<file path="config.mk">
export PLATFORM = sky130hd
export DESIGN_NAME = tuner_ctrl_seq
export DESIGN_NICKNAME = d
export VERILOG_FILES = /design/src/rtl/tuner_ctrl_seq_pkg.sv /design/src/rtl/tuner_track_timer.sv /design/src/rtl/tuner_ctrl_seq.sv
export SDC_FILE = /design/constraint.sdc
export NUM_CORES = 1
export LEC_CHECK = 0
export CAP_MARGIN = 10
export CORE_MARGIN = 10
export CORE_UTILIZATION = 49
export DETAILED_ROUTE_END_ITERATION = 8
export PLACE_DENSITY_LB_ADDON = 0.25
export RECOVER_POWER = 25
export SLEW_MARGIN = 30
export SYNTH_ARGS = -nofsm -noshare
export SYNTH_HDL_FRONTEND = slang
export SYNTH_SLANG_ARGS = --single-unit
</file>
<file path="constraint.sdc">
create_clock -name i_clk -period 4.05 [get_ports i_clk]
set_input_delay 0.81 -clock i_clk [delete_from_list [all_inputs] [get_ports i_clk]]
set_output_delay 0.81 -clock i_clk [all_outputs]
set_load 0.02 [all_outputs]
</file>
<file path="src/rtl/tuner_ctrl_seq_pkg.sv">
// Shared tuner package: sequencer state encoding and phase helpers.
package tuner_ctrl_seq_pkg;

  typedef enum logic [2:0] {
    SEQ_IDLE        = 3'd0,
    SEQ_SEARCH_TRIG = 3'd1,
    SEQ_SEARCH_WAIT = 3'd2,
    SEQ_LOCK_TRIG   = 3'd3,
    SEQ_LOCK_WAIT   = 3'd4,
    SEQ_TRACK       = 3'd5,
    SEQ_ERROR       = 3'd6
  } tuner_ctrl_seq_state_e;

  localparam int unsigned DEF_DAC_WIDTH   = 8;
  localparam int unsigned DEF_ADC_WIDTH   = 8;
  localparam int unsigned DEF_TIMER_WIDTH = 16;
  localparam int unsigned DEF_RETRY_WIDTH = 4;

  // True while the search PHY owns the ring DAC.
  function automatic logic is_search_phase(input tuner_ctrl_seq_state_e st);
    return (st == SEQ_SEARCH_TRIG) || (st == SEQ_SEARCH_WAIT);
  endfunction

  // True while the lock PHY owns the ring DAC.
  function automatic logic is_lock_phase(input tuner_ctrl_seq_state_e st);
    return (st == SEQ_LOCK_TRIG) || (st == SEQ_LOCK_WAIT) || (st == SEQ_TRACK);
  endfunction

endpackage

</file>
<file path="src/rtl/tuner_track_timer.sv">
// Loadable down-counter that raises a held request every 'period' cycles.
module tuner_track_timer #(
  parameter int TIMER_WIDTH = 16
) (
  input  logic                   i_clk,
  input  logic                   i_rst,
  input  logic                   load,
  input  logic                   run,
  input  logic [TIMER_WIDTH-1:0] period,
  input  logic                   ack,
  output logic                   req
);

  logic [TIMER_WIDTH-1:0] count;

  // Count down while idle-running; a count of 1 becomes a request that holds until acked, then reloads.
  always_ff @(posedge i_clk) begin
    if (i_rst) begin
      count <= '0;
      req   <= 1'b0;
    end else if (load) begin
      count <= period;
      req   <= 1'b0;
    end else if (!run) begin
      req <= 1'b0;
    end else if (req) begin
      if (ack) begin
        req   <= 1'b0;
        count <= period;
      end
    end else if (count != '0) begin
      count <= count - 1'b1;
      if (count == TIMER_WIDTH'(1)) begin
        req <= 1'b1;
      end
    end
  end

endmodule

</file>
<file path="src/rtl/tuner_ctrl_seq.sv">
// Per-ring tuner sequencer: search, lock, periodic track, with retry budget and DAC ownership mux.
module tuner_ctrl_seq
  import tuner_ctrl_seq_pkg::*;
#(
  parameter int DAC_WIDTH   = 8,
  parameter int ADC_WIDTH   = 8,
  parameter int TIMER_WIDTH = 16,
  parameter int RETRY_WIDTH = 4
) (
  input  logic                   i_clk,
  input  logic                   i_rst,
  input  logic                   i_cfg_en,
  input  logic [DAC_WIDTH-1:0]   i_cfg_red_offset,
  input  logic [TIMER_WIDTH-1:0] i_cfg_track_period,
  input  logic [RETRY_WIDTH-1:0] i_cfg_retry_max,
  output logic                   o_search_trig_val,
  input  logic                   i_search_trig_rdy,
  input  logic                   i_search_done_val,
  output logic                   o_search_done_rdy,
  input  logic                   i_search_peak_found,
  input  logic [DAC_WIDTH-1:0]   i_search_peak_code,
  input  logic [ADC_WIDTH-1:0]   i_search_peak_pwr,
  input  logic [DAC_WIDTH-1:0]   i_search_ring_tune,
  output logic                   o_lock_trig_val,
  input  logic                   i_lock_trig_rdy,
  input  logic                   i_lock_done_val,
  output logic                   o_lock_done_rdy,
  output logic                   o_lock_track_val,
  input  logic                   i_lock_track_rdy,
  input  logic                   i_lock_err,
  input  logic [DAC_WIDTH-1:0]   i_lock_ring_tune,
  output logic [DAC_WIDTH-1:0]   o_cfg_ring_tune_start,
  output logic [ADC_WIDTH-1:0]   o_cfg_ring_pwr_peak,
  output logic [DAC_WIDTH-1:0]   o_dig_ring_tune,
  output logic [2:0]             o_state,
  output logic                   o_locked,
  output logic                   o_err
);

  tuner_ctrl_seq_state_e state_q, state_d;

  logic [RETRY_WIDTH-1:0] retry_cnt;
  logic                   retry_exhausted;
  logic                   fail_evt;
  logic                   retry_clr;
  logic                   latch_cfg;
  logic                   timer_load;
  logic                   track_req;
  logic                   search_trig_fire;
  logic                   search_done_fire;
  logic                   lock_trig_fire;
  logic                   lock_done_fire;
  logic                   track_fire;
  logic [DAC_WIDTH-1:0]   tune_start_calc;

  assign o_search_trig_val = (state_q == SEQ_SEARCH_TRIG);
  assign o_search_done_rdy = (state_q == SEQ_SEARCH_WAIT);
  assign o_lock_trig_val   = (state_q == SEQ_LOCK_TRIG);
  assign o_lock_done_rdy   = (state_q == SEQ_LOCK_WAIT);
  assign o_lock_track_val  = track_req && (state_q == SEQ_TRACK);
  assign o_locked          = (state_q == SEQ_TRACK);
  assign o_err             = (state_q == SEQ_ERROR);
  assign o_state           = state_q;

  assign search_trig_fire = o_search_trig_val & i_search_trig_rdy;
  assign search_done_fire = o_search_done_rdy & i_search_done_val;
  assign lock_trig_fire   = o_lock_trig_val & i_lock_trig_rdy;
  assign lock_done_fire   = o_lock_done_rdy & i_lock_done_val;
  assign track_fire       = o_lock_track_val & i_lock_track_rdy;

  assign retry_exhausted = (retry_cnt == i_cfg_retry_max);

  // Red-side start code never wraps below zero.
  assign tune_start_calc = (i_search_peak_code >= i_cfg_red_offset) ?
                           (i_search_peak_code - i_cfg_red_offset) : '0;

  // State register.
  always_ff @(posedge i_clk) begin
    if (i_rst) state_q <= SEQ_IDLE;
    else       state_q <= state_d;
  end

  // Next-state decode; disable wins over everything, lock error wins over same-cycle done/track fires.
  always_comb begin
    state_d    = state_q;
    fail_evt   = 1'b0;
    retry_clr  = 1'b0;
    latch_cfg  = 1'b0;
    timer_load = 1'b0;
    if (!i_cfg_en) begin
      state_d = SEQ_IDLE;
    end else begin
      unique case (state_q)
        SEQ_IDLE: begin
          state_d   = SEQ_SEARCH_TRIG;
          retry_clr = 1'b1;
        end
        SEQ_SEARCH_TRIG: if (search_trig_fire) state_d = SEQ_SEARCH_WAIT;
        SEQ_SEARCH_WAIT: begin
          if (search_done_fire) begin
            if (i_search_peak_found) begin
              latch_cfg = 1'b1;
              state_d   = SEQ_LOCK_TRIG;
            end else begin
              fail_evt = 1'b1;
            end
          end
        end
        SEQ_LOCK_TRIG: begin
          if (i_lock_err)          fail_evt = 1'b1;
          else if (lock_trig_fire) state_d  = SEQ_LOCK_WAIT;
        end
        SEQ_LOCK_WAIT: begin
          if (i_lock_err) begin
            fail_evt = 1'b1;
          end else if (lock_done_fire) begin
            timer_load = 1'b1;
            state_d    = SEQ_TRACK;
          end
        end
        SEQ_TRACK: if (i_lock_err) fail_evt = 1'b1;
        SEQ_ERROR: state_d = SEQ_ERROR;
        default:   state_d = SEQ_IDLE;
      endcase
      if (fail_evt) state_d = retry_exhausted ? SEQ_ERROR : SEQ_SEARCH_TRIG;
    end
  end

  // Failed-attempt counter, cleared each time a fresh sequence starts from IDLE.
  always_ff @(posedge i_clk) begin
    if (i_rst)                            retry_cnt <= '0;
    else if (retry_clr)                   retry_cnt <= '0;
    else if (fail_evt && !retry_exhausted) retry_cnt <= retry_cnt + 1'b1;
  end

  // Lock configuration captured from a successful search result; survives aborts.
  always_ff @(posedge i_clk) begin
    if (i_rst) begin
      o_cfg_ring_tune_start <= '0;
      o_cfg_ring_pwr_peak   <= '0;
    end else if (latch_cfg) begin
      o_cfg_ring_tune_start <= tune_start_calc;
      o_cfg_ring_pwr_peak   <= i_search_peak_pwr;
    end
  end

  // Ring DAC follows whichever PHY owns the current phase; otherwise it holds.
  always_ff @(posedge i_clk) begin
    if (i_rst)                         o_dig_ring_tune <= '0;
    else if (is_search_phase(state_q)) o_dig_ring_tune <= i_search_ring_tune;
    else if (is_lock_phase(state_q))   o_dig_ring_tune <= i_lock_ring_tune;
  end

  tuner_track_timer #(
    .TIMER_WIDTH(TIMER_WIDTH)
  ) u_track_timer (
    .i_clk (i_clk),
    .i_rst (i_rst),
    .load  (timer_load),
    .run   (state_q == SEQ_TRACK),
    .period(i_cfg_track_period),
    .ack   (track_fire),
    .req   (track_req)
  );

endmodule

</file>
clk_routes.png
Scale bar: 20 um.
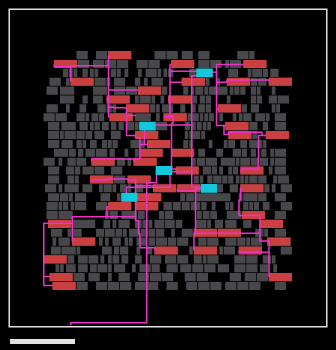
[magenta] clock wires | length: 614 um
[red] flip-flops | count: 48
[cyan] clock drivers | count: 5
routed clock nets: 6

clocks.png
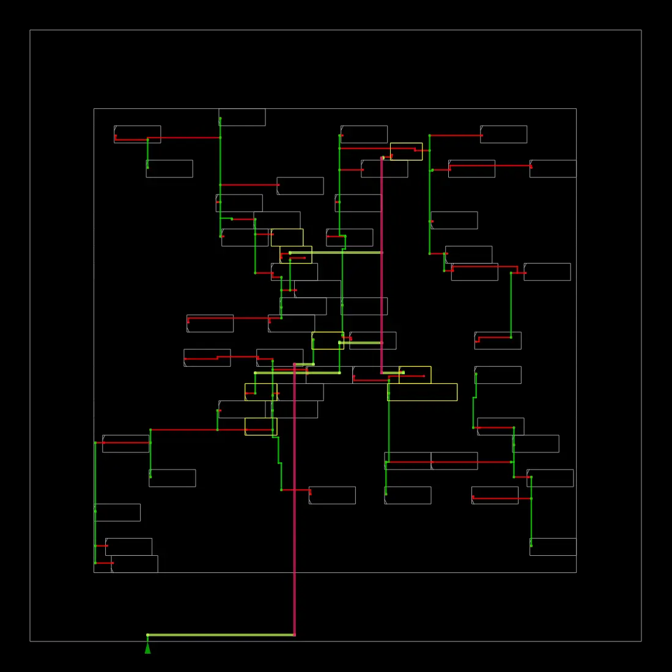
Max Clock Skew: 0.00960 ns
final-layout clock buffer total: 7

==> run summary <==
Here are the numbers from the latest Yosys + OpenROAD run.

The buffering overhead is 0.260. Buffers placed on the I/O ports in this run total ~100. The wire length of the first global-routing pass is 13.7 mm. The most critical setup path has its endpoint at o_lock_done_rdy.

After routing the design area is 0.00405 mm2. The tightest slew margin relative to the limit came out at 0.441. The clock root buffer is clkbuf_8. Traced cell by cell, the critical path runs through nor3b_1, clkdlybuf4s50_1. The critical path capture point type is an output port.

Yosys reports the multiplexer fraction of the synthesized area as 0.0381. The final-stage net count came out at 548. The post-route report lists met1 wire length as 3.46 mm. Of the combinational cells, the family taking the most area is simple AND/OR/NAND/NOR gates. The fraction of post-synthesis cell area in the top cell type by area is 0.333. TritonCTS built the clock tree. The combined global-route utilization of all metal layers came out at 0.167.

The number of gates resized after cts came out at 0. Summed over all instances, the cell type with the most area after synthesis is dfxtp_1. The power share of the combinational group came out at 0.192.

The transition time at the pin with the least slew margin is between 0.8 and 0.9 ns. The final-report max-slew violation count is 0. The cell family contributing the most delay on the critical path is buffers and inverters.

Per the detail_route report, the via count comes to a little under 3000. The post-detailed-route via-to-cell ratio came out at ~5.5. The total leakage power is roughly 1.6 nW. The largest register by flop count is u_track_timer.count. The multi-input gate share of the layout cell area came out at 0.433. The critical path is of the reg -> out type.

The main area contributors are dfxtp_1 (33%), nand2_1 (6.5%), nor2_1 (5.5%), ha_1 (5.2%), a21oi_1 (4.7%). For reference, the top cells by count after synthesis are nand2_1 (50), dfxtp_1 (48), nor2_1 (42), a21oi_1 (27), o21ai_0 (22). The highest achievable clock rate is 336 MHz. Per the repair_timing log after CTS, setup buffers inserted total 0. Counting only logic cells after layout, the most numerous master is clkdlybuf4s50_1.

The switching portion of total power came out at 0.242. The number of buffers on the longest clock path is 2. The worst hold path class is reg -> reg. The clock power share came out at 0.354. The latest clock arrival within the worst-skew pair is 0.30 ns. Looking at the global route congestion table, the highest-usage layer is met2. The run finished with clean final reports. The inserted tap cell count came out at 72. The total power divided by cell area is 265 mW/mm2. The total number of multi-input combinational cells is 286.

The power drawn by the combinational cells is 0.000206 W. The number of flip-flops in the largest register is 16. The synthesized chip area reported by yosys came out at 0.00289 mm2.

The total number of yosys warnings is 0. The chip area is 0.00936 mm2. The number of H-tree branching levels is 2. The final sequential cell count came out at between 40 and 50. After detailed routing, the number of remaining DRC violations is 0. The most common logic cells in the final layout are clkdlybuf4s50_1 (92), nand2_1 (50), dfxtp_1 (48).

In the final layout, excluding clock inverters the inverter count is 18. The count of cells along the worst register-to-register path came out at 6. The length of routed met2 wiring came out at between 4 and 5 mm.

The synthesized design contains 0 enable-type register cells. The met3 capacity usage during global routing is 0.0383. The first routing iteration left 143 violations. The mean area per synthesized cell came out at between 7 and 8 um2. For this design the top-level I/O count stands at ~100. The number of logged tool warnings is 28.

The post-place instance area came out at 0.00394 mm2. The area taken by sequential standard cells is reported as 961 um2. The maximum cell stage delay along the critical path came out at 0.73 ns.

The number of iterations in the first detailed-routing pass came out at 4. The number of fillers in the final layout is roughly 480. The top cell type by instance count after synthesis is nand2_1.
placement_by_type.png
Fill, decap, tap and diode cells in grey.
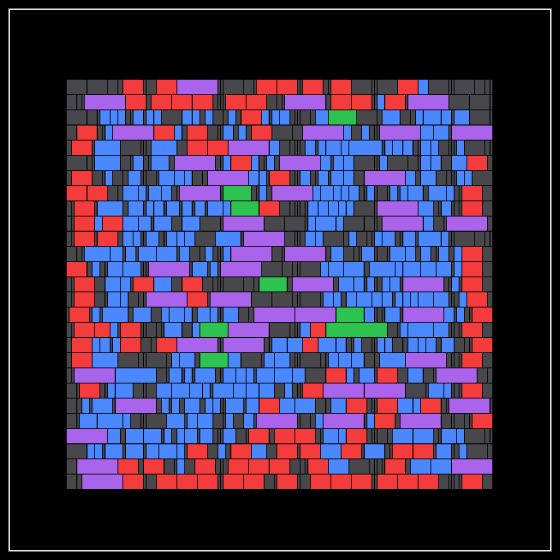
[green] clock drivers and dummy loads | cells: 8 | share of their area: 3.2%
[red] other buffers and delay cells | cells: 106 | share of their area: 27%
[blue] combinational and other logic | cells: 304 | share of their area: 46%
[purple] flops | cells: 48 | share of their area: 24%

wires.png
Scale bar: 20 um. Two of the layers only.
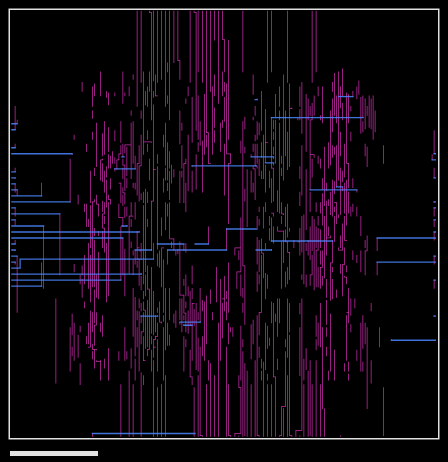
[blue] metal 3 | wire length: 396 um
[magenta] metal 2 | wire length: 4200 um

Power and IR drop assume default switching activity.
